**config.mk**
```make
export PLATFORM = sky130hd
export DESIGN_NAME = fifo_wr_arbiter_flat
export DESIGN_NICKNAME = d
export VERILOG_FILES = /design/src/rtl/fifo_wr_arbiter_if.sv /design/src/rtl/fifo_wr_arbiter.sv /design/src/flat_wrapper.sv
export SDC_FILE = /design/constraint.sdc
export NUM_CORES = 1
export LEC_CHECK = 0
export CAP_MARGIN = 15
export CORE_UTILIZATION = 30
export CTS_CLUSTER_SIZE = 28
export DETAILED_ROUTE_END_ITERATION = 10
export GPL_ROUTABILITY_DRIVEN = 1
export GPL_TIMING_DRIVEN = 0
export SETUP_SLACK_MARGIN = 0.5
export SLEW_MARGIN = 10
export SYNTH_ARGS = -nofsm -noshare
export SYNTH_HDL_FRONTEND = slang
export SYNTH_SLANG_ARGS = --single-unit
```
**constraint.sdc**
```tcl
create_clock -name clk -period 1.75 [get_ports clk]
set_clock_uncertainty 0.1 [all_clocks]
set_input_delay 0.2625 -clock clk [delete_from_list [all_inputs] [get_ports clk]]
set_output_delay 0.2625 -clock clk [all_outputs]
set_load 0.02 [all_outputs]
```
**src/rtl/fifo_wr_arbiter_if.sv**
```systemverilog
// Write-side bus between two word sources, the arbiter and the FIFO write port.
// The arbiter takes the slave view; the sources/FIFO side takes the master view.
interface fifo_wr_arbiter_if #(
    parameter int DW = 8
);
    logic          req0;
    logic [DW-1:0] data0;
    logic          ack0;
    logic          req1;
    logic [DW-1:0] data1;
    logic          ack1;
    logic          wrfull;
    logic          wrreq;
    logic [DW-1:0] data;
    logic [1:0]    grant;
    logic          busy;

    modport slave (
        input  req0, data0, req1, data1, wrfull,
        output ack0, ack1, wrreq, data, grant, busy
    );

    modport master (
        output req0, data0, req1, data1, wrfull,
        input  ack0, ack1, wrreq, data, grant, busy
    );
endinterface

```
**src/rtl/fifo_wr_arbiter.sv**
```systemverilog
// Round-robin burst arbiter sharing one FIFO write port between two sources.
// Writes are combinational from state and inputs, so wrfull is honoured with zero latency.
//
//   state    | meaning
//   ---------+-------------------------------------------------------------
//   ST_IDLE  | no owner; picks next owner (ptr breaks ties), never writes
//   ST_BURST | owner in grant writes up to BURST words, stalls on wrfull
module fifo_wr_arbiter #(
    parameter int DW    = 8,
    parameter int BURST = 16,
    parameter int CW    = 8
) (
    input  logic               clk,
    input  logic               rst,
    fifo_wr_arbiter_if.slave   bus
);

    typedef enum logic {
        ST_IDLE  = 1'b0,
        ST_BURST = 1'b1
    } state_t;

    localparam logic [CW-1:0] LAST = CW'(BURST - 1);

    state_t        state_q, state_d;
    logic [1:0]    grant_q, grant_d;
    logic [CW-1:0] cnt_q, cnt_d;
    logic          ptr_q, ptr_d;

    logic          owner1;
    logic          req_g;
    logic          pick1;
    logic          wr_en;
    logic          ack0_c;
    logic          ack1_c;
    logic [DW-1:0] data_c;

    always_ff @(posedge clk) begin
        if (rst) begin
            state_q <= ST_IDLE;
            grant_q <= 2'b00;
            cnt_q   <= '0;
            ptr_q   <= 1'b0;
        end else begin
            state_q <= state_d;
            grant_q <= grant_d;
            cnt_q   <= cnt_d;
            ptr_q   <= ptr_d;
        end
    end

    always_comb begin
        state_d = state_q;
        grant_d = grant_q;
        cnt_d   = cnt_q;
        ptr_d   = ptr_q;
        pick1   = 1'b0;
        wr_en   = 1'b0;
        ack0_c  = 1'b0;
        ack1_c  = 1'b0;
        data_c  = '0;

        owner1 = grant_q[1];
        req_g  = owner1 ? bus.req1 : bus.req0;

        case (state_q)
            ST_IDLE: begin
                if (bus.req0 | bus.req1) begin
                    pick1   = (bus.req0 & bus.req1) ? ptr_q : bus.req1;
                    grant_d = pick1 ? 2'b10 : 2'b01;
                    cnt_d   = '0;
                    state_d = ST_BURST;
                end
            end

            ST_BURST: begin
                // reset gates the write itself so a mid-burst reset never leaks a word
                wr_en  = req_g & ~bus.wrfull & ~rst;
                ack0_c = wr_en & ~owner1;
                ack1_c = wr_en & owner1;
                if (wr_en) begin
                    data_c = owner1 ? bus.data1 : bus.data0;
                end

                if (!req_g) begin
                    state_d = ST_IDLE;
                    grant_d = 2'b00;
                    ptr_d   = ~owner1;
                end else if (!bus.wrfull) begin
                    if (cnt_q == LAST) begin
                        state_d = ST_IDLE;
                        grant_d = 2'b00;
                        ptr_d   = ~owner1;
                        cnt_d   = '0;
                    end else begin
                        cnt_d = cnt_q + CW'(1);
                    end
                end
            end

            default: begin
                state_d = ST_IDLE;
                grant_d = 2'b00;
            end
        endcase
    end

    assign bus.wrreq = wr_en;
    assign bus.ack0  = ack0_c;
    assign bus.ack1  = ack1_c;
    assign bus.data  = data_c;
    assign bus.grant = grant_q;
    assign bus.busy  = (state_q == ST_BURST);

endmodule

```
**src/flat_wrapper.sv**
```systemverilog
// flat-port wrapper written by rule: the top's interface ports become plain ports
module fifo_wr_arbiter_flat 
#(
    parameter int DW    = 8,
    parameter int BURST = 16,
    parameter int CW    = 8
)
  (clk, rst, bus_req0, bus_data0, bus_req1, bus_data1, bus_wrfull, bus_ack0, bus_ack1, bus_wrreq, bus_data, bus_grant, bus_busy);
  fifo_wr_arbiter_if #(.DW(DW)) bus_i ();
  input  logic clk;
  input  logic rst;
  input wire logic [$bits(bus_i.req0)-1:0] bus_req0;
  input wire logic [$bits(bus_i.data0)-1:0] bus_data0;
  input wire logic [$bits(bus_i.req1)-1:0] bus_req1;
  input wire logic [$bits(bus_i.data1)-1:0] bus_data1;
  input wire logic [$bits(bus_i.wrfull)-1:0] bus_wrfull;
  output wire logic [$bits(bus_i.ack0)-1:0] bus_ack0;
  output wire logic [$bits(bus_i.ack1)-1:0] bus_ack1;
  output wire logic [$bits(bus_i.wrreq)-1:0] bus_wrreq;
  output wire logic [$bits(bus_i.data)-1:0] bus_data;
  output wire logic [$bits(bus_i.grant)-1:0] bus_grant;
  output wire logic [$bits(bus_i.busy)-1:0] bus_busy;
  assign bus_i.req0 = bus_req0;
  assign bus_i.data0 = bus_data0;
  assign bus_i.req1 = bus_req1;
  assign bus_i.data1 = bus_data1;
  assign bus_i.wrfull = bus_wrfull;
  assign bus_ack0 = bus_i.ack0;
  assign bus_ack1 = bus_i.ack1;
  assign bus_wrreq = bus_i.wrreq;
  assign bus_data = bus_i.data;
  assign bus_grant = bus_i.grant;
  assign bus_busy = bus_i.busy;
  fifo_wr_arbiter #(.DW(DW), .BURST(BURST), .CW(CW)) u_core (.clk(clk), .rst(rst), .bus(bus_i));
endmodule
```
Figure 1. Track usage over the die.
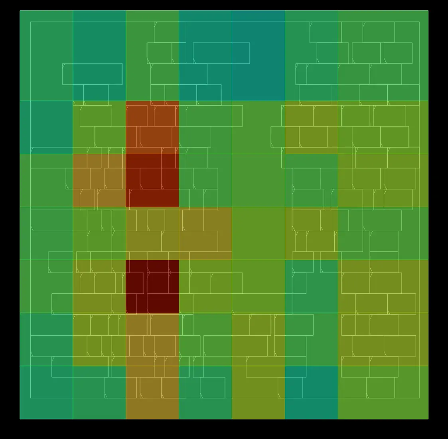
GR Util met2: 0.289
Final Util: 0.590

Figure 2. Metal layers overlaid.
The bar under the picture is 20 µm long.
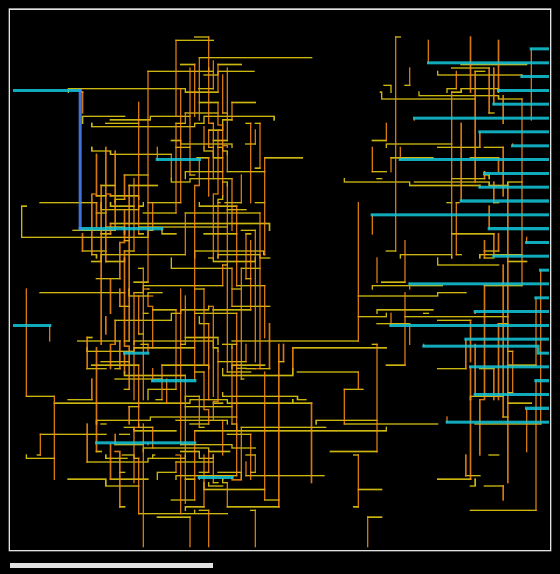
M2 -> orange  # wire length 1090 µm
M1 -> yellow  # wire length 943 µm
M3 -> cyan  # wire length 244 µm
M4 -> blue  # wire length 13.6 µm
gr usage total: 0.165
DR WL/cell: 13.2 µm
vias: 893
Post-Route WL: 2290 µm

==> flow_summary.yaml <==
# yosys + openroad results
synthesis:
  fa_ha_area_frac: 0.0159
  netlist_area_um2: 785
  syn_nets: 119
  yosysUniqueCellTypes: 30
  synthTopLogicFamily: "simple AND/OR/NAND/NOR gates"
  yosys_warnings: 0
  syn_area_per_cell_um2: 8.09
  aoi_share: 0.212
  ys_seq_share: 0.306
  yosys.area_share.simple: 0.249
  synthMuxAreaShare: 0.115
  ys_cells: 97
  synthCells: 97
  ys_sh_xor: 0.0223
  ys_seq_elements: 12
  yosys_area_um2: 785
global_routing:
  antenna_found_initial: 0
  grt_start_max_net_pins: 11
  overflow: 0
  grt_pass1_vias: 824
  grt_pass1_wl_um: 3410
flow_run:
  warnings: 29
  maxCapViolCount: 0
sta:
  setup_viol: 11
  hold_violations: 0
  tightest_slew_ns: 0.338
  drv_slew: 0
  holdWs_ns: 0.418
  setup_ws_ns: -0.286
  min_period_over_period: 1.16
  period_minus_slack_ns: 2.04
  grt_setup_unrepaired: "true"
  max_freq_mhz: 491
  relSlewSlack: 0.775
power:
  power.density_nw_per_um2: 515
  power_leakage_nw: 0.538
  ir_worst_vdd_v: 0.000439
drt:
  post-route-drc-count: 0
  firstDrtPassIters: 4
  antenna_left: 0
  drtIter0Drc: 16
  vias_per_cell: 5.13
clock_network:
  cts_tree: "built"
  htreeDepth: 1
  cts_sinks: 12
  cts_buffers: 3
  ctsResizeCount: 88
  clkLatencyLatePin_ns: 0.27
  clkTransAtPathRegs_ns: 0.08
  cts.hold.buffers_added: 0
  post_cts.repair.setup_buffers: 5
  cts_buffer_depth: 2
  cts-root-buf: "clkbuf_4"
critical_path:
  worst_ep_required_time_ns: 1.39
  cp_num_buf_inv: 3
  crit_chain: "buf_6, mux2i_4, nor2_2, nand3b_1, clkbuf_16, nor2_4, buf_6"
  r2r_slack_ns: 0.06
  cp.depth: 7
  cp-start-kind: "flop"
  timing.rr.end: "u_core.cnt_q[6]"
  cp.arrival_ns: 1.67
  end_kind: "output port"
  crit_path_top_delay_cell: "dfxtp_2"
  critPathMaxFanout: 5
  cp_top_family: "buffers and inverters"
  reg2reg_from: "u_core.bus.grant[1]"
  cpPeakStageDelay_ns: 0.33
  reg2regPathDepth: 7
  critical_path_class: "reg2out"
  cpMostUsedCell: "buf_6"
finish:
  n_antenna_cell: 0
  drive_gt1_frac: 0.444
  lay_top_count: "clkdlybuf4s50_1"
  nets: 167
  syn_to_final_growth_pct: 86.4
  final_cell_mix: "clkdlybuf4s50_1 (17), buf_6 (15), nor2_4 (9)"
  fill_cells: 210
floorplan:
  dieArea_um2: 2820
  die_x_um: 53.1
  core_area_um2: 2480
  rows: 18
  io_pins: 35
  fp_util: 0.317
  die_h_um: 53.1
hold_path:
  hp-class: "reg2reg"
  whs_path_depth: 2
  min_from: "u_core.ptr_q"
  hold-path-endpoint: "u_core.ptr_q"
outcome:
  outcome: "finished with violations"
  violations: "negative setup slack"
placed_design:
  port_buffers: 34
  dp_hpwl_um: 1580
  pre_cts_slack_ns: -0.920
  place.gp.congestion: 0.731
[sequential cells by signal, summed over array words and instances (netlist names)]
name              cells
u_core.bus.busy       1
u_core.bus.grant      2
u_core.cnt_q          8
u_core.ptr_q          1
[stage by stage]
step | TNS, ns | util | total power, mW | cell area (µm²) | cells
after floorplan | 0 | - | 0.412 | 895 | 97
after global placement | -10.93 | 0.514 | 0.497 | 1270 | 161
after detailed placement | -11.39 | 0.514 | 0.499 | 1270 | 161
after CTS | -2.93 | 0.573 | 0.746 | 1420 | 172
after global routing | -3.89 | 0.590 | 0.790 | 1460 | 174
final | -2.91 | 0.590 | 0.753 | 1460 | 174
[report_power, final]
part / internal (mW) / total [mW] / leakage (nW) / switching, mW
Combinational: 0.127 / 0.235 / 0.418 / 0.108
Sequential: 0.283 / 0.292 / 0.0991 / 0.00801
Clock: 0.127 / 0.227 / 0.0210 / 0.100
[synth_stat cells]
library cell / count / share of area
nand2b_1: 1 / 0.0080
o211ai_1: 1 / 0.0096
mux2i_1: 9 / 0.11
o2bb2ai_2: 1 / 0.019
buf_6: 2 / 0.029
o22ai_1: 1 / 0.0080
a221oi_1: 1 / 0.011
inv_1: 5 / 0.024
and3_1: 1 / 0.0080
o31ai_1: 4 / 0.038
a21boi_2: 1 / 0.014
nand2_1: 4 / 0.019
dfxtp_1: 12 / 0.31
nand4_1: 1 / 0.0080
xnor2_1: 1 / 0.011
xor2_1: 1 / 0.011
nand3_1: 5 / 0.032
clkbuf_1: 2 / 0.0096
or4_1: 3 / 0.029
o21bai_1: 2 / 0.019
clkbuf_8: 1 / 0.018
o21ai_0: 4 / 0.026
a21oi_1: 7 / 0.045
or3_2: 2 / 0.019
nand3b_1: 2 / 0.019
nor2_1: 17 / 0.081
nor4_1: 2 / 0.016
nor3b_1: 1 / 0.0096
ha_1: 1 / 0.016
a31o_2: 2 / 0.022
[area by class of cell]
| cell class | count | area [µm²] | share of cell area |
|---|---|---|---|
| sequential | 12 | 245 | 0.168 |
| clock buffer | 4 | 36.3 | 0.0248 |
| multi-input combinational | 75 | 634 | 0.434 |
| timing repair buffer | 43 | 424 | 0.290 |
| buffer | 5 | 66.3 | 0.0453 |
| inverter | 5 | 18.8 | 0.0128 |
| tap | 30 | 37.5 | 0.0257 |
[worst max path at each step]
| stage | startpoint | slack (ns) | to |
|---|---|---|---|
| after floorplan | u_core.bus.grant[1] | 0.12 | bus_ack0 |
| final | u_core.bus.grant[1] | -0.29 | bus_data[2] |
| after detailed placement | bus_req1 | -0.92 | bus_ack0 |
| after CTS | u_core.bus.grant[1] | -0.29 | bus_data[2] |
| after global placement | bus_req1 | -0.90 | bus_ack0 |
| after global routing | u_core.bus.grant[1] | -0.38 | bus_data[3] |
[metal layers]
layer,share of wire,global-route usage,wire length (µm),vias to the layer above
li1,-,-,-,448
met1,0.41,0.191,942,402
met2,0.48,0.289,1090,41
met3,0.11,0.0374,243,2
met4,0.0057,0.0658,13,0
met5,0,0,0,-
[worst register-to-register path, stage by stage, from the launching register on]
cell and delay (ns):
dfxtp_2 0.33, buf_6 0.12, buf_4 0.13, a21boi_2 0.12, o2bb2ai_2 0.09, buf_6 0.14, or4_4 0.46, a21oi_1 0.13
Power is estimated from default activity; no workload was simulated.
